<file path="config.mk">
export PLATFORM = sky130hd
export DESIGN_NAME = reg_scoreboard
export DESIGN_NICKNAME = d
export VERILOG_FILES = /design/src/rtl/reg_scoreboard.sv
export SDC_FILE = /design/constraint.sdc
export NUM_CORES = 1
export LEC_CHECK = 0
export ABC_CLOCK_PERIOD_IN_PS = 5100
export CAP_MARGIN = 20
export CORE_MARGIN = 2
export CORE_UTILIZATION = 30
export CTS_BUF_LIST = sky130_fd_sc_hd__clkbuf_8
export DETAILED_ROUTE_END_ITERATION = 10
export PLACE_DENSITY_LB_ADDON = 0.15
export SYNTH_ARGS = -nofsm -noshare
export SYNTH_HDL_FRONTEND = slang
export SYNTH_SLANG_ARGS = --single-unit
</file>
<file path="constraint.sdc">
create_clock -name CLK -period 5.1 [get_ports CLK]
set_clock_uncertainty 0.1 [all_clocks]
set_input_delay 1.02 -clock CLK [delete_from_list [all_inputs] [get_ports CLK]]
set_output_delay 1.02 -clock CLK [all_outputs]
set_load 0.02 [all_outputs]
</file>
<file path="src/rtl/reg_scoreboard.sv">
// Register scoreboard and issue controller: tracks in-flight register writes and
// grants or stalls decoded instructions on RAW, WAW and capacity hazards.
module reg_scoreboard #(
    parameter int unsigned XCNT         = 32,
    parameter int unsigned MAX_INFLIGHT = 4,
    parameter int unsigned STALL_W      = 32
) (
    input  logic                            CLK,
    input  logic                            RSTN,
    input  logic                            ISSUE_VALID,
    input  logic [$clog2(XCNT)-1:0]         ISSUE_RS1,
    input  logic [$clog2(XCNT)-1:0]         ISSUE_RS2,
    input  logic [$clog2(XCNT)-1:0]         ISSUE_RD,
    input  logic                            USES_RS1,
    input  logic                            USES_RS2,
    input  logic                            WRITES_RD,
    output logic                            ISSUE_READY,
    output logic                            DECODE_HAZARD,
    input  logic                            WB_VALID,
    input  logic [$clog2(XCNT)-1:0]         WB_RD,
    input  logic                            FLUSH,
    output logic [XCNT-1:0]                 PENDING,
    output logic [$clog2(MAX_INFLIGHT+1)-1:0] INFLIGHT,
    output logic [STALL_W-1:0]              STALL_CNT
);

    localparam int unsigned RW = $clog2(XCNT);
    localparam int unsigned IW = $clog2(MAX_INFLIGHT + 1);

    logic [XCNT-1:0]    pending_q, pending_d;
    logic [IW-1:0]      inflight_q, inflight_d;
    logic [STALL_W-1:0] stall_q, stall_d;

    logic clr_hit;
    logic busy_rs1, busy_rs2, busy_rd;
    logic raw_haz, waw_haz, cap_haz;
    logic ready, fire, set;

    // Hazard detection with same-cycle writeback bypass (regfile is write-before-read)
    always_comb begin
        clr_hit  = WB_VALID && (WB_RD != '0) && pending_q[WB_RD];
        busy_rs1 = pending_q[ISSUE_RS1] && !(clr_hit && (WB_RD == ISSUE_RS1));
        busy_rs2 = pending_q[ISSUE_RS2] && !(clr_hit && (WB_RD == ISSUE_RS2));
        busy_rd  = pending_q[ISSUE_RD]  && !(clr_hit && (WB_RD == ISSUE_RD));
        raw_haz  = (USES_RS1 && (ISSUE_RS1 != '0) && busy_rs1)
                || (USES_RS2 && (ISSUE_RS2 != '0) && busy_rs2);
        waw_haz  = WRITES_RD && (ISSUE_RD != '0) && busy_rd;
        cap_haz  = WRITES_RD && (ISSUE_RD != '0)
                && ((inflight_q - IW'(clr_hit)) == IW'(MAX_INFLIGHT));
        ready    = !RSTN && !FLUSH && !raw_haz && !waw_haz && !cap_haz;
        fire     = ISSUE_VALID && ready;
        set      = fire && WRITES_RD && (ISSUE_RD != '0);
    end

    // Next-state: clear on retire, set on issue (set wins), flush wipes everything
    always_comb begin
        pending_d  = pending_q;
        inflight_d = inflight_q;
        stall_d    = stall_q;
        if (clr_hit) begin
            pending_d[WB_RD] = 1'b0;
        end
        if (set) begin
            pending_d[ISSUE_RD] = 1'b1;
        end
        pending_d[0] = 1'b0;
        inflight_d   = inflight_q + IW'(set) - IW'(clr_hit);
        if (FLUSH) begin
            pending_d  = '0;
            inflight_d = '0;
        end
        if (ISSUE_VALID && !ready && !FLUSH && !RSTN && (stall_q != '1)) begin
            stall_d = stall_q + STALL_W'(1);
        end
    end

    always_ff @(posedge CLK) begin
        if (RSTN) begin
            pending_q  <= '0;
            inflight_q <= '0;
            stall_q    <= '0;
        end else begin
            pending_q  <= pending_d;
            inflight_q <= inflight_d;
            stall_q    <= stall_d;
        end
    end

    assign ISSUE_READY   = ready;
    assign DECODE_HAZARD = ISSUE_VALID && !ready;
    assign PENDING       = pending_q;
    assign INFLIGHT      = inflight_q;
    assign STALL_CNT     = stall_q;

    logic unused_rw;
    assign unused_rw = ^RW;

endmodule

</file>
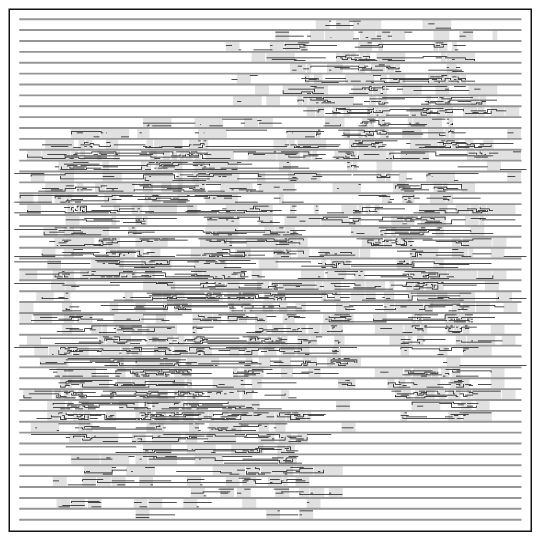
run_1/m1.png
(4 px per um) Supply wires on this layer in grey.
- nets with wire on the layer: 614
- share of all routed wire: 43%
- longest straight run: 37.3 um
- main direction: horizontal
- wire length on this layer: 7,240 um

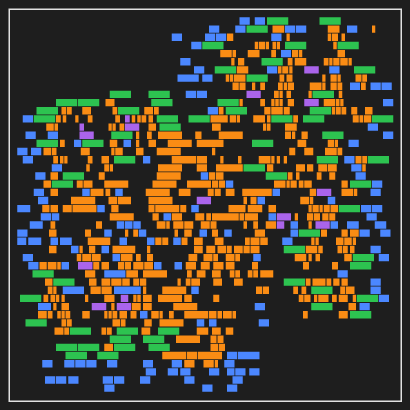
run_1/class_map.png
(3 px per um)
- registers: green (cells 66; share of their area 21%)
- clock drivers and dummy loads: purple (cells 16; share of their area 3.0%)
- remaining logic cells: orange (cells 440; share of their area 54%)
- remaining buffers and delay cells: blue (cells 142; share of their area 22%)
row cnt: 46
Finished Cell Area: 6510 um2
post-layout util: 41.4%
core area: 15,700 um2
flop share of the area: 20.3%

==> out/metrics.cfg, run 1 <==
[global_route]
grt_pass1_vias=4748
antenna_found_initial=0
grt_pass1_wl_um=26300

[detailed_routing]
drt-total-wl_um=16700
drt-met1-wl_um=7240
via_per_inst=5.39
via_count=4743
wl_per_cell_um=19.0
wl_met3_um=878
ant_nets=0
highest_layer=met4
drc_errors=0

[timing]
worst_pin_slew_ns=0.795
worst_hold_slack_ns=0.412
finalCritPeriodShare_pct=96.8
maxSlewViolCount=0
tns_ns=0
period_minus_slack_ns=4.94
finalSetupViolations=0
slew_headroom_pct=46.6

[worst_hold_path]
hp-start=STALL_CNT[4]
min_path_cells=2
min-delay-path-class=reg2reg

[floorplanning]
die_area_um2=16900
num_io_pins=97
fp.dieH_um=130

[synth]
synth_top_cell_by_count=dfxtp_1
yosys.cell_types.count=67
ff_type=dfxtp_1
yosys_warnings=0
yosysTopAreaCell=dfxtp_1
synth-area-yosys_um2=4770
ys_async_sr_fraction_pct=0
netlist_area_um2=4770
post-synth-top-area-fraction_pct=27.7
ys_seq_share_pct=27.7
syn_avg_cell_area_um2=8.74
area_leaders=dfxtp_1 28%, mux4_2 11%, nand3_1 5.2%

[placement]
placed_area_um2=6210
gp_routability_congestion=0.875
dp_hpwl_um=12300
numPortBuffers=95

[cts]
worstSkewPairLatency_ns=0.36
clkSlewWorstSetupHoldPaths_ns=0.08
postCtsHoldBufs=0
cts_root_buffer=clkbuf_8
numCtsBuffers=9
clock-sinks=66

[power_and_ir_drop]
p_per_area_nw_per_um2=178
irDropWorstVdd_mv=0.102
leakage_nw=2.27

[worst_setup_path]
r2r-end=INFLIGHT[2]
critPathKind=in2out
r2r-start=PENDING[30]
r2r_slack_ns=0.80
cp-endpoint=DECODE_HAZARD
cp-start-kind=input pin
worstPathMaxFanout=5
worstPathRequired_ns=3.98
arrival_ns=3.82

[final_layout]
final_nets=692
syn2layout_area_growth_pct=36.4

[status]
status=complete, no violations

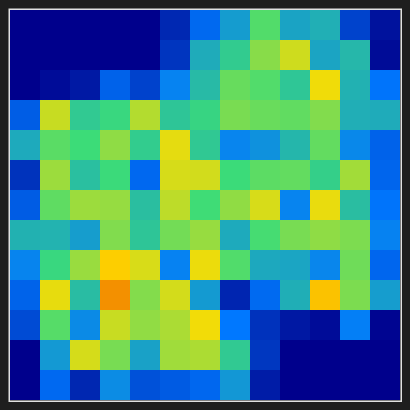
run_1/util_map.png
(3 px per um) 13 x 13 tiles, from dark blue (low) to red (high), 0 to 100% covered.
- fullest tile: 84%
- densest ninth of the die: middle
- tiles over 75% full: 1.8%
- mean over tiles: 37%
- nearly empty tiles: 13%
floorplan utilization: 30.4%

==> run 1: power breakdown <==
part | internal, mW | switching, mW
registers | 0.517 | 0.00266
logic | 0.0942 | 0.115
clock network | 0.215 | 0.219
==> run 1: layer usage <==
metal / vias up / track usage, %
met5: - / 0
met4: 0 / 8.41
met3: 31 / 4.26
met2: 183 / 33.6
met1: 2268 / 25.5
li1: 2261 / -
==> run 1: cell type report <==
cell class	instances	area, um2
multi-input combinational	418	3260
timing repair buffer	142	1390
tap	216	270
clock buffer	12	165
fill	1551	9200
inverter	22	85.1
sequential	66	1320
clock inverter	4	25.0
==> run 1: sequential cells by signal, indices dropped and copies added (netlist names) <==
register   count
STALL_CNT     32
INFLIGHT       3
PENDING       31
==> run 1: stage by stage <==
| stage | instances | setup WS [ns] | power (mW) |
|---|---|---|---|
| after floorplan | 546 | -0.0252 | 0.649 |
| after global placement | 861 | -0.543 | 0.729 |
| after detailed placement | 861 | -0.632 | 0.730 |
| after CTS | 878 | 0.0178 | 1.17 |
| after global routing | 880 | -0.00189 | 1.21 |
| final | 880 | 0.165 | 1.16 |
==> run 1: how the worst min path moves through the flow <==
stage / end / slack (ns)
global placement: STALL_CNT[8] / 0.39
finish: STALL_CNT[4] / 0.41
detailed placement: STALL_CNT[4] / 0.40
global route: STALL_CNT[7] / 0.44
floorplan: STALL_CNT[2] / 0.46
CTS: STALL_CNT[4] / 0.42
==> run 1: cells in the final DEF, fill, tap and decap left out, drive strengths merged, types with 6 or more instances in the layout <==
cell type / count
a21oi: 10
and2: 9
and3: 8
buf: 47
clkbuf: 13
clkdlybuf4s50: 88
dfxtp: 66
inv: 22
mux2: 21
mux2i: 15
mux4: 24
nand2: 45
nand2b: 6
nand3: 50
nand4: 13
nor2: 35
nor2b: 21
nor3: 15
o211ai: 8
o21ai: 18
o311ai: 10
o31ai: 23
or2: 8
xnor2: 8
xor2: 10
==> run 1: critical path, stage by stage <==
cell           delay, ns
dlygate4sd2_1       0.22
buf_6               0.13
mux4_2              0.50
a22oi_2             0.21
nand2_2             0.09
o31ai_4             0.32
inv_4               0.06
ha_4                0.17
xor2_2              0.10
nand3_1             0.11
nand4_1             0.11
inv_2               0.07
a2111oi_4           0.38
nor3_2              0.09
inv_1               0.11
buf_6               0.13
==> run 1: cells by family after synthesis <==
group,Yosys count,synth area share [%]
and+or+nand+nor,237,26.0
xor gates and xnor gates,18,3.30
muxes,60,19.4
AOI/OAI and AO/OA,97,15.9
adders and majority gates,5,1.47
buffers and inverters,62,6.16
other,1,0.0786
DFF,66,27.7
==> run 1: what timing repair did <==
item	4_1_cts	5_1_grt
gates cloned	0	1
setup buffers	1	1
pin swaps	6	4
endpoints found under the setup margin	3	3
resized	18	7
run_1/placed.png
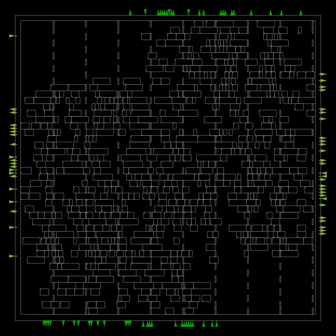

==> run 2, diff against run 1 <==
--- a/config.mk
+++ b/config.mk
@@ -11,7 +11,8 @@
 export CORE_UTILIZATION = 30
 export CTS_BUF_LIST = sky130_fd_sc_hd__clkbuf_8
 export DETAILED_ROUTE_END_ITERATION = 10
-export PLACE_DENSITY_LB_ADDON = 0.15
+export PLACE_DENSITY = 0.52
 export SYNTH_ARGS = -nofsm -noshare
 export SYNTH_HDL_FRONTEND = slang
 export SYNTH_SLANG_ARGS = --single-unit
+export TNS_END_PERCENT = 100
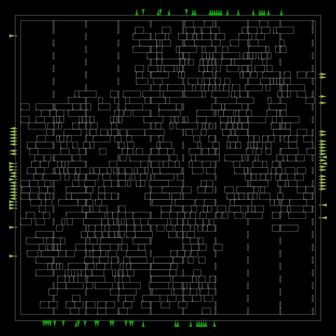
run_2/placed.png
tally of filler cells in the layout: 1,583
Finished Layout Cells: 887
Well Taps: 216
flop share of the area: 20.3%

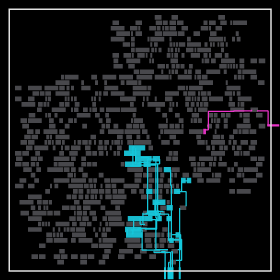
run_2/port_trees.png
(2 px per um)
- DECODE_HAZARD: magenta (direction output; edge right; end cells 1; buffers 1; wire 47.3 um)
- ISSUE_RS2: cyan (direction input; edge bottom; end cells 24; buffers 9; wire 449 um)

==> out/metrics.cfg, run 2 <==
[detailed_routing]
dr.first_iter.drc_count=464
via_per_inst=5.56  ; +3.2%
drc_errors=0  ; unchanged
drt-total-wl_um=17100  ; +2.4%
wl_per_cell_um=19.3  ; +1.6%
ant_nets=0  ; unchanged
via_count=4936  ; +4.1%
drtPass1Iterations=5

[timing]
maxSlewViolCount=0  ; unchanged
worst_pin_slew_ns=0.813  ; +0.0180 ns
worst_hold_slack_ns=0.409  ; -0.00397 ns
slew_headroom_pct=45.6  ; -0.99 points
timing_hold_violations_final=0
finalSetupViolations=0  ; unchanged
tns_ns=0  ; unchanged
finalCritPeriodShare_pct=96.5  ; -0.26 points
period_minus_slack_ns=4.92  ; -0.0133 ns
rsz0062_at_grt=false
max_freq_mhz=203

[worst_setup_path]
cp_cell_sequence=dlygate4sd2_1 > buf_6 > mux4_2 > a22oi_2 > nand2_1 > o31ai_4 > inv_4 > ha_4 > xor2_1 > nand3_1 > o31a_1 > a211oi_2 > nor3_2 > clkdlybuf4s15_2
path_buffers=4  ; -2
cp_top_family=AND-OR/OR-AND gates
arrival_ns=3.80  ; -0.02 ns
worstPathRequired_ns=3.98  ; about the same
critical_path.max_stage_delay_ns=0.51  ; about the same
r2r-start=PENDING[31]
cp-end-kind=output pin
crit_start=WB_RD[0]
worstPathMaxFanout=7  ; +2
cp-start-kind=input pin
r2r_slack_ns=0.76  ; -0.04 ns
slowest_stage=mux4_2
critPathKind=in2out

[placement]
gp_routability_congestion=0.968  ; +11%
dp_hpwl_um=12400  ; +0.68%
numPortBuffers=95  ; unchanged

[synth]
ys_ff=66
ys_top_cells_by_count=66 x dfxtp_1, 50 x nand3_1, 45 x nand2_1
yosys.cell_types.count=67  ; unchanged
netlist_area_um2=4770  ; unchanged
yosys_warnings=0  ; unchanged
synth-area-yosys_um2=4770  ; unchanged
edf_count=0
ys_async_sr_fraction_pct=0  ; unchanged
post-synth-top-area-fraction_pct=27.7  ; unchanged
ys_seq_share_pct=27.7  ; unchanged
area_leaders=dfxtp_1 28%, mux4_2 11%, nand3_1 5.2%
yosysTopAreaCell=dfxtp_1
ff_type=dfxtp_1
syn_avg_cell_area_um2=8.74  ; unchanged
synthCells=546
synthesis.nets=579
synth-cells-yosys=546
synth_top_cell_by_count=dfxtp_1

[global_route]
grt_pass1_wl_um=26500  ; +0.84%
grt_use_total_pct=20.5
antenna_found_initial=0  ; unchanged
grt_max_degree=49
grt_pass1_vias=4794  ; +0.97%
grt-ovfl-total=0

[power_and_ir_drop]
p_seq_share_pct=45.4  ; +0.7 points
irDropWorstVdd_mv=0.101  ; -0.40%
leakage_nw=2.28  ; +0.59%
clock_power_share_pct=36.3  ; -1.0 points
sw_frac_of_total_pct=31.3  ; +2.3 points
p_switching_uw=358  ; +6.3%
p_int_uw=786  ; -4.7%
pwr-share-comb_pct=18.3  ; +0.3 points
finalPower_mw=1.14  ; -1.5%
p_per_area_nw_per_um2=176  ; -1.4%

[final_layout]
syn2layout_area_growth_pct=36.2
largest_register_ffs=32  ; unchanged
layout_top_cell=clkdlybuf4s50_1
register_area_um2=1320  ; unchanged
drive_above_1_share_pct=22.1
n_antenna_cell=0
final_layout_top_logic_cells=89 x clkdlybuf4s50_1, 66 x dfxtp_1, 50 x nand3_1, 50 x buf_4, 45 x nand2_1
logic_area_um2=3240  ; -0.46%
final_nets=699  ; +1.0%

[cts]
numCtsBuffers=9  ; unchanged
postCtsHoldBufs=0  ; unchanged
cts_root_buffer=clkbuf_8
clock-sinks=66  ; unchanged
cts_max_level=3
cts_tree=yes
worstSkewPairLatency_ns=0.39  ; +0.03 ns
clkSlewWorstSetupHoldPaths_ns=0.07  ; about the same
cts_max_path_buffers=2

[flow_run]
warnings=27
drv_cap=0

[floorplanning]
fp_util_pct=30.4  ; unchanged
rows=46  ; unchanged
num_io_pins=97  ; unchanged
fp.dieH_um=130  ; unchanged
dieWidth_um=130
core_area_um2=15700  ; unchanged
die_area_um2=16900  ; unchanged

[worst_hold_path]
min-delay-path-class=reg2reg
hp-start=STALL_CNT[4]

[status]
status=complete, no violations

## run 2: worst paths after layout
kind | depth (start not counted) | end
max | 14 | ISSUE_READY
min reg2reg | 2 | STALL_CNT[4]
min | 2 | STALL_CNT[4]
max reg2reg | 18 | INFLIGHT[2]
## run 2: power groups by stage
stage | combinational, mW | clock [mW] | sequential [mW]
finish | 0.209 | 0.416 | 0.519
global route | 0.226 | 0.449 | 0.520
CTS | 0.204 | 0.427 | 0.519
detailed placement | 0.200 | 0 | 0.531
global placement | 0.198 | 0 | 0.531
floorplan | 0.116 | 0 | 0.533
## run 2: worst reg2reg max path: stages, from the launching register on
cell and delay [ns]:
dfxtp_1 0.43, mux4_2 0.52, a22oi_2 0.20, nand2_1 0.10, o31ai_4 0.32, inv_4 0.07, ha_4 0.16, xor2_1 0.13
nand3_1 0.10, o31a_1 0.27, a21oi_1 0.07, or4b_4 0.55, ha_4 0.28, inv_2 0.03, ha_4 0.15, fa_2 0.37
xnor2_2 0.15, xnor2_1 0.12, nor3_1 0.16
## run 2: logic make-up (layout without fill, tap and decap cells)
kind of cell / after synthesis / in the layout / synth area share [%]
AOI/OAI and AO/OA: 97 / 97 / 15.9
xor gates and xnor gates: 18 / 18 / 3.30
adders and majority gates: 5 / 5 / 1.47
buffers and inverters: 62 / 187 / 6.16
DFF: 66 / 66 / 27.7
muxes: 60 / 60 / 19.4
other: 1 / 1 / 0.0786
and+or+nand+nor: 237 / 237 / 26.0
## run 2: layer usage
metal	global-route usage [%]	share of wire [%]	vias to the layer above
li1	-	-	2278
met1	26.8	43	2401
met2	32.8	47	216
met3	4.14	6.9	41
met4	9.04	3.0	0
met5	0	0	-
## run 2: through the flow
step	instances	utilization (%)	setup slack (ns)	cell area, um2
after floorplan	546	-	-0.0252	4850
after global placement	868	39.8	-0.568	6250
after detailed placement	868	39.8	-0.670	6250
after CTS	884	41.1	0.0408	6450
after global routing	887	41.4	0.00705	6500
final	887	41.4	0.178	6500
## run 2: layout make-up
cell class / count / area share (%)
tap: 216 / 4.16
clock buffer: 9 / 1.90
inverter: 22 / 1.31
sequential: 66 / 20.3
multi-input combinational: 418 / 49.9
timing repair buffer: 149 / 21.7
clock inverter: 7 / 0.712
## run 2: what timing repair did
action                     CTS  global route
gates resized               17             5
cloned                       0             1
buffers inserted             0             2
pin swaps                    6             3
setup endpoints to repair    3             3
==> run 3, diff against run 2 <==
--- a/config.mk
+++ b/config.mk
@@ -5,13 +5,13 @@
 export SDC_FILE = /design/constraint.sdc
 export NUM_CORES = 1
 export LEC_CHECK = 0
-export ABC_CLOCK_PERIOD_IN_PS = 5100
 export CAP_MARGIN = 20
 export CORE_MARGIN = 2
 export CORE_UTILIZATION = 30
 export CTS_BUF_LIST = sky130_fd_sc_hd__clkbuf_8
 export DETAILED_ROUTE_END_ITERATION = 10
 export PLACE_DENSITY = 0.52
+export SLEW_MARGIN = 20
 export SYNTH_ARGS = -nofsm -noshare
 export SYNTH_HDL_FRONTEND = slang
 export SYNTH_SLANG_ARGS = --single-unit
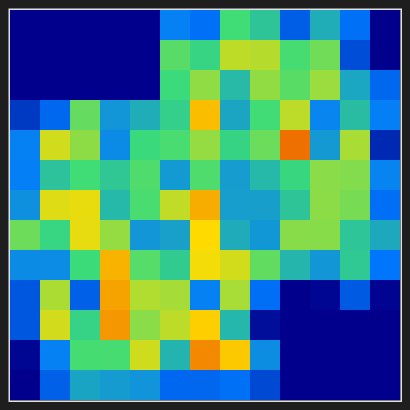
run_3/util_map.png
(3 px per um) 13 x 13 tiles, from dark blue (low) to red (high), 0 to 100% covered.
- nearly empty tiles: 20%
- fullest tile: 87%
- mean over tiles: 37%
- tiles over 75% full: 5.9%
- emptiest ninth of the die: bottom right
post-layout util: 41.4%

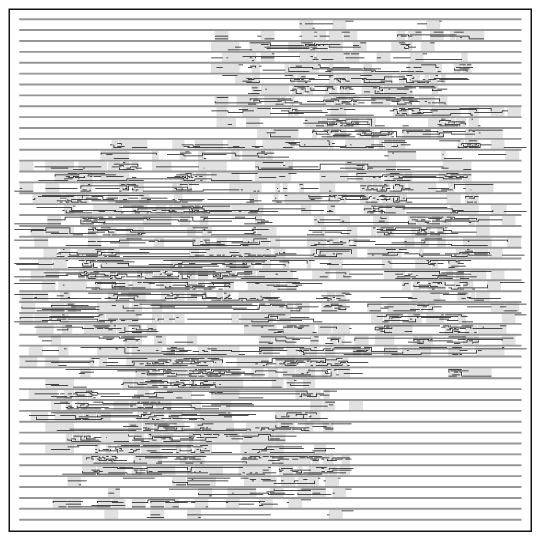
run_3/m1.png
(4 px per um) Supply wires on this layer in grey.
- wire length on this layer: 7,380 um
- longest straight run: 39.6 um

==> out/metrics.cfg, run 3 <==
[worst_setup_path]
cp_cell_sequence=dlygate4sd2_1 > buf_6 > mux4_2 > a22oi_2 > nand2_1 > o31ai_4 > inv_4 > ha_4 > xor2_1 > nand3_1 > o31a_1 > a211oi_2 > nor3_2 > clkdlybuf4s15_2
critPathKind=in2out
slowest_stage=mux4_2
path_buffers=4  ; unchanged
critical_path.max_stage_delay_ns=0.51  ; about the same
arrival_ns=3.80  ; about the same
crit_start=WB_RD[0]
r2r-end=INFLIGHT[2]
worst-path-stages=14  ; unchanged
cp-start-kind=input pin

[synth]
ys_top_cells_by_count=66 x dfxtp_1, 50 x nand3_1, 45 x nand2_1
ys_ff=66  ; unchanged
ff_type=dfxtp_1
synthesis.nets=579  ; unchanged
netlist_area_um2=4770  ; unchanged
ys_seq_share_pct=27.7  ; unchanged
edf_count=0  ; unchanged
yosys.cell_types.count=67  ; unchanged
synth-cells-yosys=546  ; unchanged
yosysTopAreaCell=dfxtp_1
syn_avg_cell_area_um2=8.74  ; unchanged
synth_top_cell_by_count=dfxtp_1
synth-area-yosys_um2=4770  ; unchanged
area_leaders=dfxtp_1 28%, mux4_2 11%, nand3_1 5.2%

[detailed_routing]
drtPass1Iterations=5  ; unchanged
drt-total-wl_um=17100  ; unchanged
wl_per_cell_um=19.3  ; unchanged
ant_nets=0  ; unchanged
dr.first_iter.drc_count=464  ; unchanged

[cts]
cts_root_buffer=clkbuf_8
clock-sinks=66  ; unchanged
cts_max_level=3  ; unchanged
cts_max_path_buffers=2  ; unchanged

[worst_hold_path]
hp-start=STALL_CNT[4]
min-delay-path-class=reg2reg

[timing]
finalCritPeriodShare_pct=96.5  ; unchanged
tns_ns=0  ; unchanged
layout_setup_ws_ns=0.178  ; unchanged
rsz0062_at_grt=false
maxSlewViolCount=0  ; unchanged
worst_hold_slack_ns=0.409  ; unchanged
slew_headroom_pct=45.6  ; unchanged

[status]
status=complete, no violations

[global_route]
grt-ovfl-total=0  ; unchanged
antenna_found_initial=0  ; unchanged
grt_max_degree=49  ; unchanged
grt_pass1_wl_um=26500  ; unchanged

[placement]
gp_routability_congestion=0.968  ; unchanged
numPortBuffers=95  ; unchanged
dp_cells=868  ; unchanged

[final_layout]
num-fill-cells=1583  ; unchanged
n_antenna_cell=0  ; unchanged
final_nets=699  ; unchanged
largest_register_ffs=32  ; unchanged
syn2layout_area_growth_pct=36.2  ; unchanged
design_area_um2=6500  ; unchanged
layout_top_cell=clkdlybuf4s50_1

[floorplanning]
fp.dieH_um=130  ; unchanged
num_io_pins=97  ; unchanged
rows=46  ; unchanged

[power_and_ir_drop]
finalPower_mw=1.14  ; unchanged
irDropWorstVdd_mv=0.101  ; unchanged

[flow_run]
drv_cap=0  ; unchanged

## run 3: kinds of logic after synthesis
kind of cell    after synthesis  synth area share [%]
simple gates                237                  26.0
flops                        66                  27.7
fa+ha+maj                     5                  1.47
compound gates               97                  15.9
xor+xnor                     18                  3.30
mux                          60                  19.4
other cells                   1                0.0786
buf+inv                      62                  6.16
## run 3: what timing repair did
item | 4_1_cts | 5_1_grt
cloned | 0 | 1
setup endpoints to repair | 3 | 3
hold buffers | 0 | 0
gates resized | 17 | 5
buffers inserted | 0 | 2
pin swaps | 6 | 3
## run 3: layout make-up
| class | count | area [um2] | area share [%] |
|---|---|---|---|
| sequential | 66 | 1320 | 20.3 |
| tap | 216 | 270 | 4.16 |
| clock buffer | 9 | 124 | 1.90 |
| timing repair buffer | 149 | 1410 | 21.7 |
| inverter | 22 | 85.1 | 1.31 |
| multi-input combinational | 418 | 3240 | 49.9 |
| clock inverter | 7 | 46.3 | 0.712 |
## run 3: worst min path at each step
stage,endpoint,cells after the start,slack (ns)
after detailed placement,STALL_CNT[4],2,0.41
after global placement,STALL_CNT[7],2,0.39
after global routing,STALL_CNT[7],2,0.45
after CTS,STALL_CNT[4],2,0.42
after floorplan,STALL_CNT[2],1,0.46
final,STALL_CNT[4],2,0.41
## run 3: worst register-to-register path: cells and delay by family, from the launching register on
family / cells / cell delay [ns]
DFF: 1 / 0.43
xor gates and xnor gates: 3 / 0.40
AOI/OAI and AO/OA: 4 / 0.86
muxes: 1 / 0.52
buffers and inverters: 2 / 0.10
adders and majority gates: 4 / 0.96
and+or+nand+nor: 4 / 0.91
## run 3: where the power goes
group | internal, mW | leakage [nW] | switching (mW)
clock network | 0.175 | 0.0922 | 0.240
logic | 0.0942 | 1.66 | 0.115
registers | 0.517 | 0.532 | 0.00274
total | 0.786 | 2.28 | 0.358
## run 3: per-layer routing
layer  part of all wire (%)  vias to the layer above  track usage (%)  wire [um]
met5                      0                        -                0          0
met4                    3.0                        0             9.04        509
met3                    6.9                       41             4.14       1180
met2                     47                      216             32.8       8080
met1                     43                     2401             26.8       7380
li1                       -                     2278                -          -
Power and IR drop assume default switching activity.
